run_1/congestion_map.png
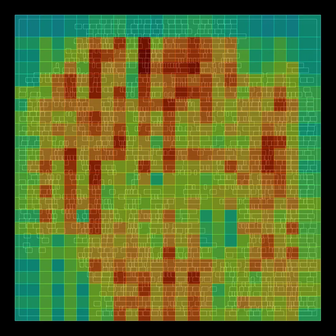
run_1/clock_wires.png
Scale: 2 px per um.
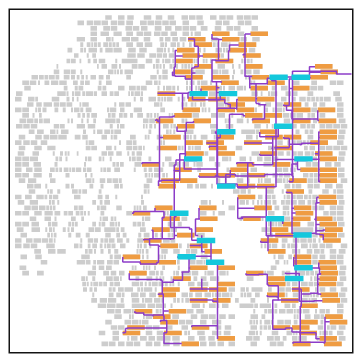
run_1/m3.png
Scale: 1.5 px per um. Cells faint in the background.
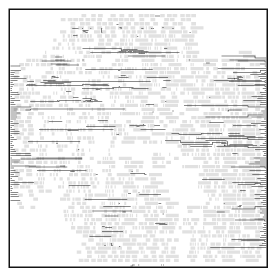
--- src/rtl/branch_resolve.sv ---
// Execute-stage branch resolution: direction, target, misprediction redirect,
// jump link data, misaligned-target exception and branch counters.
`timescale 1ns/1ps
module branch_resolve #(
  parameter int CNT_W     = 32,
  parameter bit SUPPORT_C = 1'b0
) (
  input  logic             clk,
  input  logic             rst,
  input  logic             flush,
  input  logic             br_valid,
  output logic             br_ready,
  input  logic [2:0]       br_funct3,
  input  logic             br_is_jal,
  input  logic             br_is_jalr,
  input  logic [31:0]      br_pc,
  input  logic [31:0]      br_imm,
  input  logic [31:0]      br_rs1,
  input  logic [2:0]       cmp_result,
  input  logic [2:0]       ucmp_result,
  input  logic             pred_taken,
  input  logic [31:0]      pred_target,
  output logic             redirect_valid,
  input  logic             redirect_ready,
  output logic [31:0]      redirect_pc,
  output logic             link_valid,
  output logic [31:0]      link_data,
  output logic             exc_valid,
  output logic [31:0]      exc_tval,
  output logic             cmp_err,
  output logic [CNT_W-1:0] branch_cnt,
  output logic [CNT_W-1:0] mispred_cnt
);

  typedef enum logic {IDLE, REDIRECT} state_t;

  state_t      state_q;
  logic        accept;
  logic        is_jump;
  logic        is_uns;
  logic [2:0]  code;
  logic        code_ok;
  logic        cond;
  logic        taken;
  logic        misal;
  logic        mispred;
  logic [31:0] sum;
  logic [31:0] target;
  logic [31:0] pc4;

  // Held low during the handshake cycle so no younger op slips in.
  assign br_ready = !rst && !redirect_valid && !flush;
  assign accept   = br_valid && br_ready;
  assign pc4      = br_pc + 32'd4;

  always_comb begin
    is_jump = br_is_jal | br_is_jalr;
    is_uns  = (br_funct3[2:1] == 2'b11);
    code    = is_uns ? ucmp_result : cmp_result;
    code_ok = $onehot(code);
    case (br_funct3)
      3'b000:         cond = code[1];
      3'b001:         cond = code[0] | code[2];
      3'b100, 3'b110: cond = code[0];
      3'b101, 3'b111: cond = code[1] | code[2];
      default:        cond = 1'b0;
    endcase
    taken   = is_jump | (code_ok & cond);
    sum     = (br_is_jalr ? br_rs1 : br_pc) + br_imm;
    target  = br_is_jalr ? {sum[31:1], 1'b0} : sum;
    misal   = taken && target[1] && !SUPPORT_C;
    mispred = !misal &&
              ((taken != pred_taken) ||
               (taken && (target != pred_target)));
  end

  always_ff @(posedge clk or posedge rst) begin
    if (rst) begin
      state_q        <= IDLE;
      redirect_valid <= 1'b0;
      redirect_pc    <= '0;
      link_valid     <= 1'b0;
      link_data      <= '0;
      exc_valid      <= 1'b0;
      exc_tval       <= '0;
      cmp_err        <= 1'b0;
      branch_cnt     <= '0;
      mispred_cnt    <= '0;
    end else begin
      link_valid <= accept && is_jump && !misal;
      exc_valid  <= accept && misal;
      cmp_err    <= accept && !is_jump && !code_ok;
      if (accept && is_jump) link_data <= pc4;
      if (accept && misal) exc_tval <= target;
      if (accept) branch_cnt <= branch_cnt + CNT_W'(1);
      unique case (state_q)
        IDLE: begin
          if (accept && mispred) begin
            state_q        <= REDIRECT;
            redirect_valid <= 1'b1;
            redirect_pc    <= taken ? target : pc4;
            mispred_cnt    <= mispred_cnt + CNT_W'(1);
          end
        end
        REDIRECT: begin
          // Flush drops the redirect without waiting for fetch.
          if (flush || redirect_ready) begin
            state_q        <= IDLE;
            redirect_valid <= 1'b0;
            redirect_pc    <= '0;
          end
        end
      endcase
    end
  end

endmodule

--- config.mk ---
export PLATFORM = sky130hd
export DESIGN_NAME = branch_resolve
export DESIGN_NICKNAME = d
export VERILOG_FILES = /design/src/rtl/branch_resolve.sv
export SDC_FILE = /design/constraint.sdc
export NUM_CORES = 1
export LEC_CHECK = 0
export CELL_PAD_IN_SITES_DETAIL_PLACEMENT = 0
export CELL_PAD_IN_SITES_GLOBAL_PLACEMENT = 1
export CORE_MARGIN = 2
export CORE_UTILIZATION = 39
export CTS_CLUSTER_DIAMETER = 100
export DETAILED_ROUTE_END_ITERATION = 6
export HOLD_SLACK_MARGIN = 0.12
export PLACE_DENSITY = 0.95
export SLEW_MARGIN = 30
export SYNTH_ARGS = -nofsm -noshare
export SYNTH_HDL_FRONTEND = slang
export SYNTH_SLANG_ARGS = --single-unit
--- constraint.sdc ---
create_clock -name clk -period 12.95 [get_ports clk]
set_input_delay 1.9425 -clock clk [delete_from_list [all_inputs] [get_ports clk]]
set_output_delay 1.9425 -clock clk [all_outputs]
set_load 0.01 [all_outputs]
==> results_slide.txt, run 1 <==
Implementation Results

Outcome
  – Outcome: completed

Synthesis
  – Yosys warns: 0
  – XORs/XNORs by Area: 11.24%
  – Syn nets: 1,396
  – Leading area contributor after synthesis: dfrtp_1
  – Synth Area per Inst: 8.953 um2
  – Synth top area share: 37.96%
  – Area fraction in compound gates: 12.48%
  – Synth Instances: 1,215
  – Distinct lib cells: 69
  – # Cells Yosys: 1,215
  – Mux area share: 8.040%
  – Top cells by area: dfrtp_1 38%, xnor2_1 7.6%, nand2_1 7.1%
  – Async SR Flop Fraction: 100.0%
  – Synth Cell Area: 10,880 um2
  – Ys flop type: dfrtp_1

Clocking
  – CTS Buffer Depth: 2
  – Clk slew on worst S/H paths: 0.06 ns
  – Root Buffer: clkbuf_16
  – CTS Hold Buffers Added: 0
  – CTS sink cnt: 165
  – Latency at later pin: 0.43 ns
  – Post-CTS setup buffer count: 0
  – TritonCTS clock tree: done
  – Total CTS buffers: 17
  – Htree depth: 4

Power
  – P_sw: 0.7539 mW
  – Comb group: 0.858 mW
  – Part of the power in combinational logic: 40.6%
  – Largest Pwr Group: combinational cells
  – Internal Power: 1.359 mW
  – Worst vdd ir: 0.07526 mV
  – Sequential power share: 35.7%
  – Sw Share: 35.68%
  – Pwr/cell area: 142.7 nW/um2
  – Sequential power: 0.755 mW
  – Static leakage: 6.311 nW

Floorplan
  – Rows: 61
  – Taps Inserted: 378
  – I/O pins: 310
  – Die Y: 171.0 um
  – Fp util: 39.37%
  – Core footprint: 27,630 um2

Min path
  – Worst Hold Path Cells: 1
  – Hold path start: mispred_cnt[31]$_DFFE_PP0P_
  – Hold Path Sink: mispred_cnt[31]$_DFFE_PP0P_

Critical path
  – Reg-to-Reg Start: redirect_valid$_DFFE_PP0P_
  – End of the critical path: mispred_cnt[1]$_DFFE_PP0P_
  – Worst setup SP type: input pin
  – Reg-to-reg setup timing slack: 9.92 ns
  – Crit. Startpoint: br_is_jalr
  – Critical Path RT: 13.26 ns
  – Register-to-Register Path Depth: 9
  – Worst setup EP type: flop

Flow run
  – Maxcap violations: 0
  – Tally of OpenROAD warnings: 26

Placed design
  – Dpl cell area: 14,220 um2
  – Sum of net half-perimeters after detailed placement: 29,740 um
  – GP Congestion: 0.9696
  – PortBufs: 309

Timing
  – FMAX: 141.1 MHz
  – RSZ-0062 raised after global routing: no
  – Final worst path period share: 54.74%
  – Post-route minimum period: 7.089 ns
  – Setup TNS: 0 ns
  – Max-slew violations: 0
  – Number of setup violations in the final report: 0

Final layout
  – Flop share of the area: 27.88%
  – FF+latch area: 4129 um2
  – Logic area: 6389 um2
  – P&R area growth vs syn: 36.16%
  – Clock-cell share of area: 3.953%
  – Filler Cells Inserted: 2,483
  – Final #Nets: 1,678
  – Final instance area: 14,810 um2
  – Comb_multi_in: 976
  – Inverters: 19
  – Seq cells: 165
  – CLK BUF: 20
  – Share of cells above drive strength 1: 7.947%
  – Dominant kind of cell: combinational gates
  – Top cells excl fill/tap: 308 x clkdlybuf4s50_1, 205 x nand2_1, 165 x dfrtp_1

GRT
  – Vias in the first global route: 9,980
  – Initial antenna violation count: 0
  – GRT Total Usage: 25.36%
  – GR Util met1: 34.44%

Drt
  – DR DRC count: 0
  – Max Used Layer: met4
  – Initial DRC count: 861
  – Met1 WL: 16,370 um
Back to the opening pictures, congestion_map.png:
final core utilization: 53.61%
drt wl/cell: 19.86 um
met2 GRT Util: 40.92%
gr busiest metal: met2

Back to the opening pictures, clock_wires.png:
legend:
  cyan:
    item: clock-net drivers
    count: 17
  orange:
    item: flip-flops
    count: 165
  purple:
    item: clock wires
    length: 2,000 um
routed clock nets: 18
Clock Power: 0.500 mW
Clock power frac: 23.6%
Worst Skew: 0.01315 ns

Back to the opening pictures, m3.png:
nets with wire on the layer: 264
share of all routed wire: 7.0%
total number of vias: 10,370
met3 usage: 4.210%
final WL: 37,500 um

run 1: cells in the mapped netlist, types with 5 or more instances:
cell	count
a211o_1	5
a211oi_1	8
a21o_1	11
a21oi_1	65
and2_1	14
and3_1	20
and4_1	6
buf_1	7
buf_2	8
buf_6	6
clkbuf_1	29
dfrtp_1	165
ha_1	34
inv_1	19
mux2_2	42
mux2i_1	39
nand2_1	205
nand2b_1	8
nand3_1	46
nand3_2	8
nand4_1	45
nor2_1	81
nor2b_1	11
nor3_1	15
nor4_1	12
o211ai_1	6
o21ai_0	69
o21ai_1	6
or2_2	10
or4_1	5
xnor2_1	95
xor2_1	42
run 1: critical path, cell delays in order:
cell	delay (ns)
buf_2	0.09
buf_4	0.43
mux2_2	0.40
ha_1	0.24
fa_1	0.42
a21o_1	0.19
a221o_1	0.44
a21oi_4	0.39
nand3b_1	0.16
nand4_1	0.08
nor4_1	0.37
o2111ai_1	0.20
or4_1	0.42
or4_1	0.55
buf_4	0.29
nand2_8	0.36
mux2_1	0.36
run 1: per-stage QoR:
| stage | util [%] | hold WS [ns] | setup slack [ns] | cells | total power [mW] |
|---|---|---|---|---|---|
| 3_3_place_gp | 51.48 | 0.4508 | 5.564 | 1856 | 1.602 |
| 3_5_place_dp | 51.48 | 0.4694 | 5.450 | 1856 | 1.618 |
| 2_1_floorplan | - | 0.5041 | 6.546 | 1215 | 1.130 |
| 4_1_cts | 53.60 | 0.4790 | 5.897 | 1888 | 2.119 |
| 5_1_grt | 53.61 | 0.4829 | 5.513 | 1888 | 2.226 |
| 6_report | 53.61 | 0.4739 | 5.861 | 1888 | 2.113 |
run 1: state kept, by name, summed over array words and instances (netlist names), 32 cells and up:
register     cells
branch_cnt      32
exc_tval        32
link_data       32
mispred_cnt     32
redirect_pc     32
run_1/route_heat.png
Scale: 2 px per um. The die is cut into 34 by 34 equal tiles; dark purple is low, yellow is high, scaled to the fullest tile. Values are wire area over tile area, all layers added.
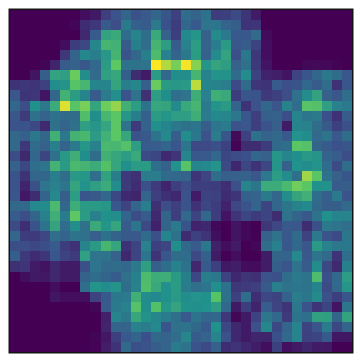

## Run 2: what changed since run 1
--- a/config.mk
+++ b/config.mk
@@ -8,11 +8,11 @@
 export CELL_PAD_IN_SITES_DETAIL_PLACEMENT = 0
 export CELL_PAD_IN_SITES_GLOBAL_PLACEMENT = 1
 export CORE_MARGIN = 2
-export CORE_UTILIZATION = 39
+export CORE_UTILIZATION = 36
 export CTS_CLUSTER_DIAMETER = 100
 export DETAILED_ROUTE_END_ITERATION = 6
 export HOLD_SLACK_MARGIN = 0.12
-export PLACE_DENSITY = 0.95
+export PLACE_DENSITY = 0.89
 export SLEW_MARGIN = 30
 export SYNTH_ARGS = -nofsm -noshare
 export SYNTH_HDL_FRONTEND = slang
==> constraint.sdc (replaced) <==
create_clock -name clk -period 7.11 [get_ports clk]
set_input_delay 1.0665 -clock clk [delete_from_list [all_inputs] [get_ports clk]]
set_output_delay 1.0665 -clock clk [all_outputs]
set_load 0.01 [all_outputs]
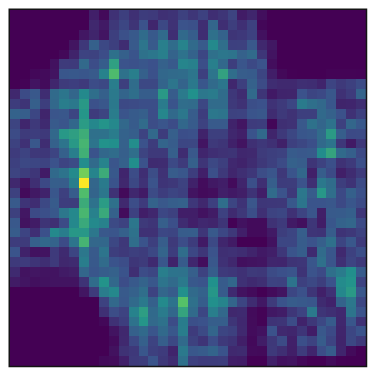
run_2/route_heat.png
Scale: 2 px per um. The die is cut into 36 by 36 equal tiles; dark purple is low, yellow is high, scaled to the fullest tile. Values are wire area over tile area, all layers added.
tiles over half the peak: 3.0%
mean over tiles: 0.19
densest ninth of the die: west
nearly empty tiles: 15%
fullest tile: 0.95
total number of vias: 10,230
drt wl/cell: 19.80 um

==> run 2 against run 1 <==
  * Core utilization fell by 3.5 points
  * First-iteration DRC count fell by 14%
  * Largest power group unchanged
  * Total power rose by 84%
  * Critical endpoint unchanged
  * Critical path type unchanged
==> results_slide.txt, run 2 <==
Implementation Results

Power
  – P_sw: 1.366 mW (+81%)
  – Worst vdd ir: 0.1496 mV (+99%)
  – Sw Share: 35.16% (-0.51 points)
  – Tot Pwr: 3.885 mW (+84%)
  – Internal Power: 2.519 mW (+85%)
  – Pwr/cell area: 261.0 nW/um2 (+83%)
  – Static leakage: 6.335 nW (+0.39%)
  – Part of the power in combinational logic: 40.6% (about the same)
  – Sequential power share: 35.2% (-0.5 points)
  – Clock power frac: 24.1% (+0.5 points)

Final layout
  – Non-Filler Instances: 1,905 (+0.90%)
  – Share of cells above drive strength 1: 8.185% (+0.24 points)
  – Final core utilization: 50.08% (-3.5 points)
  – Final #Nets: 1,683 (+0.30%)
  – Filler Cells Inserted: 2,790 (+12%)
  – Top cells excl fill/tap: 308 x clkdlybuf4s50_1, 205 x nand2_1, 165 x dfrtp_1
  – Dominant logic cell type in the layout: clkdlybuf4s50_1
  – Final instance area: 14,880 um2 (+0.48%)
  – # diodes: 0
  – P&R area growth vs syn: 36.82%

Min path
  – Hold WC Path Type: flop to flop
  – Worst Hold Path Cells: 2 (+1)
  – Hold Path Sink: exc_tval[14]$_DFFE_PP0P_
  – Hold path start: exc_tval[14]$_DFFE_PP0P_

Critical path
  – Critical Path RT: 7.42 ns (-5.84 ns)
  – WP data arrival: 6.46 ns
  – Reg-to-Reg Start: redirect_valid$_DFFE_PP0P_
  – Worst Path Class, Setup: input pin to flop
  – Register-to-Register Path Depth: 8 (-1)
  – Worst setup SP type: input pin
  – CP most frequent cell: or4_1
  – Worst-path fanout max: 34
  – Crit. Startpoint: br_is_jalr
  – Cell Chain, Critical Path: buf_2 > buf_4 > mux2_2 > ha_1 > nand2_1 > nor4_1 > nand3_1 > o211ai_1 > xor2_1 > xnor2_1 > nand4b_1 > or4_1 > or4_1 > nand2_8 > mux2_1
  – RR Endpoint: branch_cnt[28]$_DFFE_PP0P_
  – Critical path's slowest cell: or4_1
  – Reg-to-reg setup timing slack: 3.93 ns (-5.99 ns)
  – Worst setup EP type: flop
  – End of the critical path: mispred_cnt[1]$_DFFE_PP0P_
  – Critical Path Max Stage Delay: 0.70 ns (+0.15 ns)

Timing
  – Worst Tran Pin Value: 0.7689 ns
  – Number of setup violations in the final report: 0 (unchanged)
  – Worst hold slack: 0.4747 ns (+0.0007950 ns)
  – Worst setup margin: 0.9526 ns (-4.908 ns)
  – Final worst path period share: 86.60%
  – Setup TNS: 0 ns (unchanged)
  – Max-slew violations: 0 (unchanged)
  – Relative slew margins: 48.74%
  – RSZ-0062 raised after global routing: no
  – Final Hold Fails: 0
  – Post-route minimum period: 6.157 ns
  – Worst Skew: 0.01294 ns (-0.0002140 ns)
  – FMAX: 162.4 MHz

Synthesis
  – Yosys top cell by instances: nand2_1
  – Distinct lib cells: 69 (unchanged)
  – Synth cell count leaders: 205 x nand2_1, 165 x dfrtp_1, 95 x xnor2_1
  – Synth Cell Area: 10,880 um2 (unchanged)
  – Ys flop type: dfrtp_1
  – Top cells by area: dfrtp_1 38%, xnor2_1 7.6%, nand2_1 7.1%
  – Synth Instances: 1,215 (unchanged)
  – Syn nets: 1,396 (unchanged)
  – Sequential area share after synthesis: 37.96%
  – Async SR Flop Fraction: 100.0% (unchanged)
  – Number of enable flip-flop cells: 0
  – Synth top area share: 37.96% (unchanged)
  – Yosys stat chip area: 10,880 um2
  – # Cells Yosys: 1,215 (unchanged)
  – Yosys warns: 0 (unchanged)
  – Synth Area per Inst: 8.953 um2 (unchanged)
  – Ys flops: 165
  – Leading area contributor after synthesis: dfrtp_1

Floorplan
  – Die Y: 177.8 um (+4.0%)
  – Die area: 31,620 um2
  – Fp util: 36.60% (-2.8 points)
  – Rows: 63 (+3.3%)
  – Core footprint: 29,720 um2 (+7.6%)
  – I/O pins: 310 (unchanged)
  – Width of the die: 177.8 um

Drt
  – DR vias/cell: 5.371
  – Pre-antenna DRT Iters: 5
  – DR DRC count: 0 (unchanged)
  – Initial DRC count: 739 (-14%)
  – Antenna-violating nets left: 0

Clocking
  – Total CTS buffers: 17 (unchanged)
  – CTS Hold Buffers Added: 0 (unchanged)
  – Htree depth: 4 (unchanged)
  – Clk slew on worst S/H paths: 0.06 ns (about the same)
  – CTS Buffer Depth: 2 (unchanged)
  – CTS sink cnt: 165 (unchanged)
  – Root Buffer: clkbuf_16
  – Resized Gates After CTS: 0
  – Post-CTS setup buffer count: 0 (unchanged)
  – TritonCTS clock tree: done
  – Latency at later pin: 0.43 ns (about the same)

Flow run
  – Maxcap violations: 0 (unchanged)
  – Tally of OpenROAD warnings: 28 (+7.7%)

Placed design
  – Pre-CTS WS: 0.5635 ns (-4.886 ns)
  – Dpl cell area: 14,270 um2 (+0.37%)
  – Sum of net half-perimeters after detailed placement: 30,250 um (+1.7%)
  – Cells after DPL: 1,873 (+0.92%)
  – GP Congestion: 0.9460 (-2.4%)
  – PortBufs: 309 (unchanged)

GRT
  – Largest net degree at the start of global routing: 107
  – Grt ovf: 0
  – Vias in the first global route: 9,897 (-0.83%)
  – Initial antenna violation count: 0 (unchanged)
  – First-pass GRT wire length: 56,760 um

Outcome
  – Outcome: completed
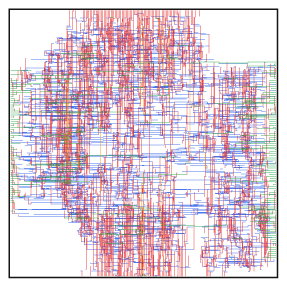
run_2/layers.png
Scale: 1.5 px per um.
legend:
  green:
    layer: M3
    wire_length: 2,570 um
  orange:
    layer: M4
    wire_length: 814 um
  red:
    layer: M2
    wire_length: 17,600 um
  blue:
    layer: M1
    wire_length: 16,700 um
GRT Total Usage: 23.71%
final WL: 37,710 um

==> run 2: kinds of logic (layout without fill, tap and decap cells) <==
| family | after synthesis | after routing | share of synthesized area [%] |
|---|---|---|---|
| adders and majority gates | 36 | 36 | 4.279 |
| and+or+nand+nor | 502 | 502 | 22.43 |
| DFF | 165 | 165 | 37.96 |
| buffers and inverters | 74 | 374 | 3.577 |
| AOI/OAI and AO/OA | 218 | 218 | 12.48 |
| muxes | 82 | 82 | 8.040 |
| xor gates and xnor gates | 138 | 138 | 11.24 |
==> run 2: cell type report <==
type	count	area, um2	share of cell area [%]
sequential	165	4129	27.74
tap	390	488.0	3.279
clock buffer	22	484.2	3.253
clock inverter	10	121.4	0.8155
timing repair buffer	323	3193	21.45
multi-input combinational	976	6389	42.93
inverter	19	78.83	0.5296
==> run 2: metal layers <==
layer / global-route usage (%) / up-vias / routed length [um]
met4: 6.762 / 0 / 813
li1: - / 4875 / -
met1: 32.37 / 4898 / 16700
met3: 3.813 / 39 / 2565
met2: 38.73 / 420 / 17630
met5: 0 / - / 0
==> run 2: worst max-delay path: cells and delay by family <==
kind                     cells  cell delay, ns
AND-OR/OR-AND                1            0.37
XOR/XNOR                     2            0.60
adder cells (fa/ha/maj)      1            0.54
buffers and inverters        2            0.68
multiplexers                 2            0.73
AND/OR/NAND/NOR              7            2.43
==> run 2: power by group through the flow <==
stage                     clock (mW)  sequential, mW  combinational, mW
after detailed placement           0            1.39               1.57
after global routing           0.998            1.40               1.70
after floorplan                    0            1.45              0.611
after CTS                      0.953            1.37               1.58
final                          0.938            1.37               1.58
after global placement             0            1.38               1.56
run_2/m3.png
Scale: 1.5 px per um. Cells faint in the background.
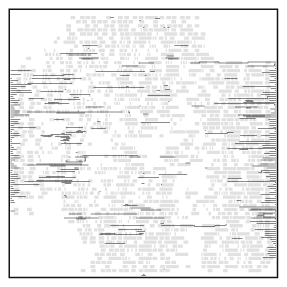

## Run 3: what changed since run 2
--- a/config.mk
+++ b/config.mk
@@ -5,10 +5,11 @@
 export SDC_FILE = /design/constraint.sdc
 export NUM_CORES = 1
 export LEC_CHECK = 0
+export ABC_AREA = 1
 export CELL_PAD_IN_SITES_DETAIL_PLACEMENT = 0
 export CELL_PAD_IN_SITES_GLOBAL_PLACEMENT = 1
 export CORE_MARGIN = 2
-export CORE_UTILIZATION = 36
+export CORE_UTILIZATION = 34
 export CTS_CLUSTER_DIAMETER = 100
 export DETAILED_ROUTE_END_ITERATION = 6
 export HOLD_SLACK_MARGIN = 0.12
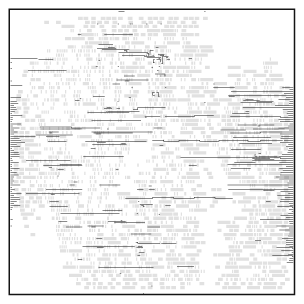
run_3/m3.png
Scale: 1.5 px per um. Cells faint in the background.
final WL: 43,590 um
met3 usage: 3.262%
total number of vias: 12,440

==> run 3 against run 2 <==
  * Clock skew decreased by 0.0016 ns
  * Area after synthesis increased by 7.1%
  * Non-clock buffer count decreased by 6
  * First-iteration DRC count increased by 14%
  * Setup slack improved by 0.99 ns
  * Sequential power increased by 6%
  * Largest cell class unchanged
  * Synthesized cell count increased by 46%
  * Die area increased by 13%
  * Routed wire length increased by 16%
  * Combinational power increased by about 10%
  * Total power increased by 6.0%
==> results_slide.txt, run 3 <==
Implementation Results

Timing
  – Final worst path period share: 72.71% (-14 points)
  – Worst hold slack: 0.4697 ns (-0.005015 ns)
  – RSZ-0062 raised after global routing: no
  – Max-slew violations: 0 (unchanged)
  – Worst Skew: 0.01136 ns (-0.001582 ns)
  – Relative slew margins: 42.42% (-6.3 points)
  – Number of setup violations in the final report: 0 (unchanged)
  – FMAX: 193.4 MHz (+19%)
  – Worst setup margin: 1.941 ns (+0.9880 ns)
  – Post-route minimum period: 5.169 ns (-0.9880 ns)
  – Setup TNS: 0 ns (unchanged)
  – Final Hold Fails: 0 (unchanged)
  – Worst Tran Pin Value: 0.8566 ns (+0.08768 ns)

Min path
  – Hold Path Sink: branch_cnt[31]$_DFFE_PP0P_
  – Hold WC Path Type: flop to flop
  – Hold path start: branch_cnt[31]$_DFFE_PP0P_
  – Worst Hold Path Cells: 1 (-1)

Floorplan
  – Rows: 67 (+6.3%)
  – Die area: 35,780 um2 (+13%)
  – I/O pins: 310 (unchanged)
  – Width of the die: 189.1 um (+6.4%)
  – Fp util: 34.67% (-1.9 points)
  – Die Y: 189.1 um (+6.4%)
  – Core footprint: 33,620 um2 (+13%)

Synthesis
  – Syn nets: 1,955 (+40%)
  – Yosys top cell by instances: nand2_1
  – Top cells by area: dfrtp_1 35%, nand2_1 24%, inv_1 6.9%
  – Sequential area share after synthesis: 35.43% (-2.5 points)
  – Synth Area per Inst: 6.570 um2 (-27%)
  – Async SR Flop Fraction: 100.0% (unchanged)
  – Number of enable flip-flop cells: 0 (unchanged)
  – Distinct lib cells: 42 (-39%)
  – Synth top area share: 35.43% (-2.5 points)
  – Synth Instances: 1,774 (+46%)
  – Synth Cell Area: 11,650 um2 (+7.1%)
  – Leading area contributor after synthesis: dfrtp_1
  – Synth cell count leaders: 733 x nand2_1, 215 x inv_1, 165 x dfrtp_1
  – Yosys stat chip area: 11,650 um2 (+7.1%)
  – # Cells Yosys: 1,774 (+46%)
  – Ys flop type: dfrtp_1
  – Ys flops: 165 (unchanged)
  – Yosys warns: 0 (unchanged)

Drt
  – WL met3: 2772 um (+8.1%)
  – Met1 WL: 19,510 um (+17%)
  – Drt wl/cell: 17.21 um (-13%)
  – DR DRC count: 0 (unchanged)
  – Initial DRC count: 842 (+14%)
  – DR vias/cell: 4.910 (-8.6%)
  – Antenna-violating nets left: 0 (unchanged)
  – Pre-antenna DRT Iters: 7 (+2)
  – Max Used Layer: met4
  – Met2 wire length: 20,250 um (+15%)

GRT
  – Met2 GRT Util: 39.64% (+0.92 points)
  – GR Util met1: 33.43% (+1.1 points)
  – Initial antenna violation count: 3 (+3)
  – Vias in the first global route: 11,930 (+21%)
  – Largest net degree at the start of global routing: 94 (-12%)
  – Grt ovf: 0 (unchanged)
  – GRT Total Usage: 24.23% (+0.52 points)
  – First-pass GRT wire length: 66,820 um (+18%)
  – Gr busiest metal: met2

Final layout
  – Share of cells above drive strength 1: 3.506% (-4.7 points)
  – Final #Nets: 2,250 (+34%)
  – P&R area growth vs syn: 35.31%
  – Non-Filler Instances: 2,533 (+33%)
  – Filler Cells Inserted: 3,475 (+25%)
  – FF+latch area: 4129 um2 (unchanged)
  – Top cells excl fill/tap: 732 x nand2_1, 308 x clkdlybuf4s50_1, 214 x inv_1
  – Logic area: 6511 um2 (+1.9%)
  – Dominant logic cell type in the layout: nand2_1

Critical path
  – Worst setup SP type: input pin
  – WP data arrival: 5.54 ns (-0.92 ns)
  – Worst-path fanout max: 54 (+59%)
  – Worst Path Class, Setup: input pin to flop
  – Reg-to-Reg Start: redirect_valid$_DFFE_PP0P_
  – Worst setup EP type: flop
  – Critical Path Max Stage Delay: 0.54 ns (-0.16 ns)
  – CP top delay family: simple AND/OR/NAND/NOR gates
  – Register-to-Register Path Depth: 7 (-1)
  – Crit. path cell count: 22 (+7)
  – Critical Path RT: 7.48 ns (+0.06 ns)
  – Cell Chain, Critical Path: clkdlybuf4s50_1 > nand2_1 > inv_1 > nand2_1 > nand2_1 > fa_1 > nand2_1 > a21oi_1 > nand3_1 > nand2_1 > buf_4 > inv_2 > nor2_1 > nand3_1 > nor2_1 > nand3_1 > nor2_1 > nand3_2 > nand2_4 > buf_4 > nand3_1 > nand2_1
  – CP most frequent cell: nand2_1
  – Reg-to-reg setup timing slack: 3.97 ns (+0.04 ns)
  – Critical path's slowest cell: fa_1
  – RR Endpoint: redirect_pc[20]$_DFFE_PP0P_
  – Bufs and invs on worst path: 5 (+3)

Clocking
  – CTS sink cnt: 165 (unchanged)
  – Clk slew on worst S/H paths: 0.08 ns (+0.02 ns)
  – Post-CTS setup buffer count: 0 (unchanged)
  – Htree depth: 4 (unchanged)
  – Latency at later pin: 0.45 ns (+0.02 ns)
  – Root Buffer: clkbuf_16
  – Total CTS buffers: 17 (unchanged)
  – CTS Hold Buffers Added: 0 (unchanged)
  – Resized Gates After CTS: 0 (unchanged)
  – CTS Buffer Depth: 2 (unchanged)
  – TritonCTS clock tree: done

Placed design
  – PortBufs: 309 (unchanged)
  – Pre-CTS WS: 1.478 ns (+0.9142 ns)
  – Cells after DPL: 2,498 (+33%)
  – GP Congestion: 0.9295 (-1.7%)
  – Sum of net half-perimeters after detailed placement: 35,710 um (+18%)

Flow run
  – Tally of OpenROAD warnings: 26 (-7.1%)
  – Maxcap violations: 0 (unchanged)

Power
  – Pwr/cell area: 261.2 nW/um2 (about the same)
  – Static leakage: 8.077 nW (+27%)
  – Tot Pwr: 4.120 mW (+6.0%)
  – Worst vdd ir: 0.1778 mV (+19%)

Outcome
  – Outcome: completed
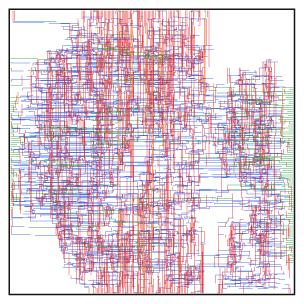
run_3/layers.png
Scale: 1.5 px per um.
legend:
  red:
    layer: M2
    wire_length: 20.3 mm
  green:
    layer: M3
    wire_length: 2,770 um
  blue:
    layer: M1
    wire_length: 19,500 um
  orange:
    layer: M4
    wire_length: 1,060 um

## run 3: metrics by stage
step	area, um2	util (%)
after floorplan	11650	-
after global placement	15170	45.14
after detailed placement	15180	45.16
after CTS	15760	46.89
after global routing	15770	46.91
final	15770	46.91
## run 3: logic make-up (layout without fill, tap and decap cells)
family / after synthesis / in the layout / synth area share [%]
other cells: 0 / 3 / 0
flops: 165 / 165 / 35.43
xor+xnor: 91 / 91 / 6.967
simple gates: 1096 / 1096 / 39.21
mux: 1 / 1 / 0.09661
fa+ha+maj: 36 / 36 / 3.994
compound gates: 125 / 125 / 5.583
buf+inv: 260 / 568 / 8.728
## run 3: worst max path at each step
stage                                        endpoint  slack [ns]    startpoint
after CTS                 redirect_pc[30]$_DFFE_PP0P_        1.96  br_funct3[2]
after global routing      redirect_pc[25]$_DFFE_PP0P_        1.54    br_is_jalr
after global placement    redirect_pc[25]$_DFFE_PP0P_        1.45  br_funct3[2]
after detailed placement  redirect_pc[30]$_DFFE_PP0P_        1.48  br_funct3[2]
after floorplan             branch_cnt[0]$_DFFE_PP0P_        1.58           rst
final                     redirect_pc[30]$_DFFE_PP0P_        1.94  br_funct3[2]
## run 3: power by group
group	switching [mW]	internal, mW
logic	0.900	0.841
registers	0.220	1.23
clock network	0.459	0.471
## run 3: worst register-to-register path: cells and delay by family (launching register included)
| kind | cells | cell delay (ns) |
|---|---|---|
| buf+inv | 1 | 0.68 |
| flops | 1 | 0.45 |
| simple gates | 6 | 1.95 |
## run 3: cell type report
class,count,share of cell area (%)
clock buffers,17,2.698
multi-input cells,1349,41.29
diodes,3,0.04760
flip-flops and latches,165,26.18
clock inverters,15,0.9997
well taps,448,3.554
inverters,219,5.244
repair buffers,317,19.99
Power figures rest on the tool's default switching activity, not on a simulated workload.
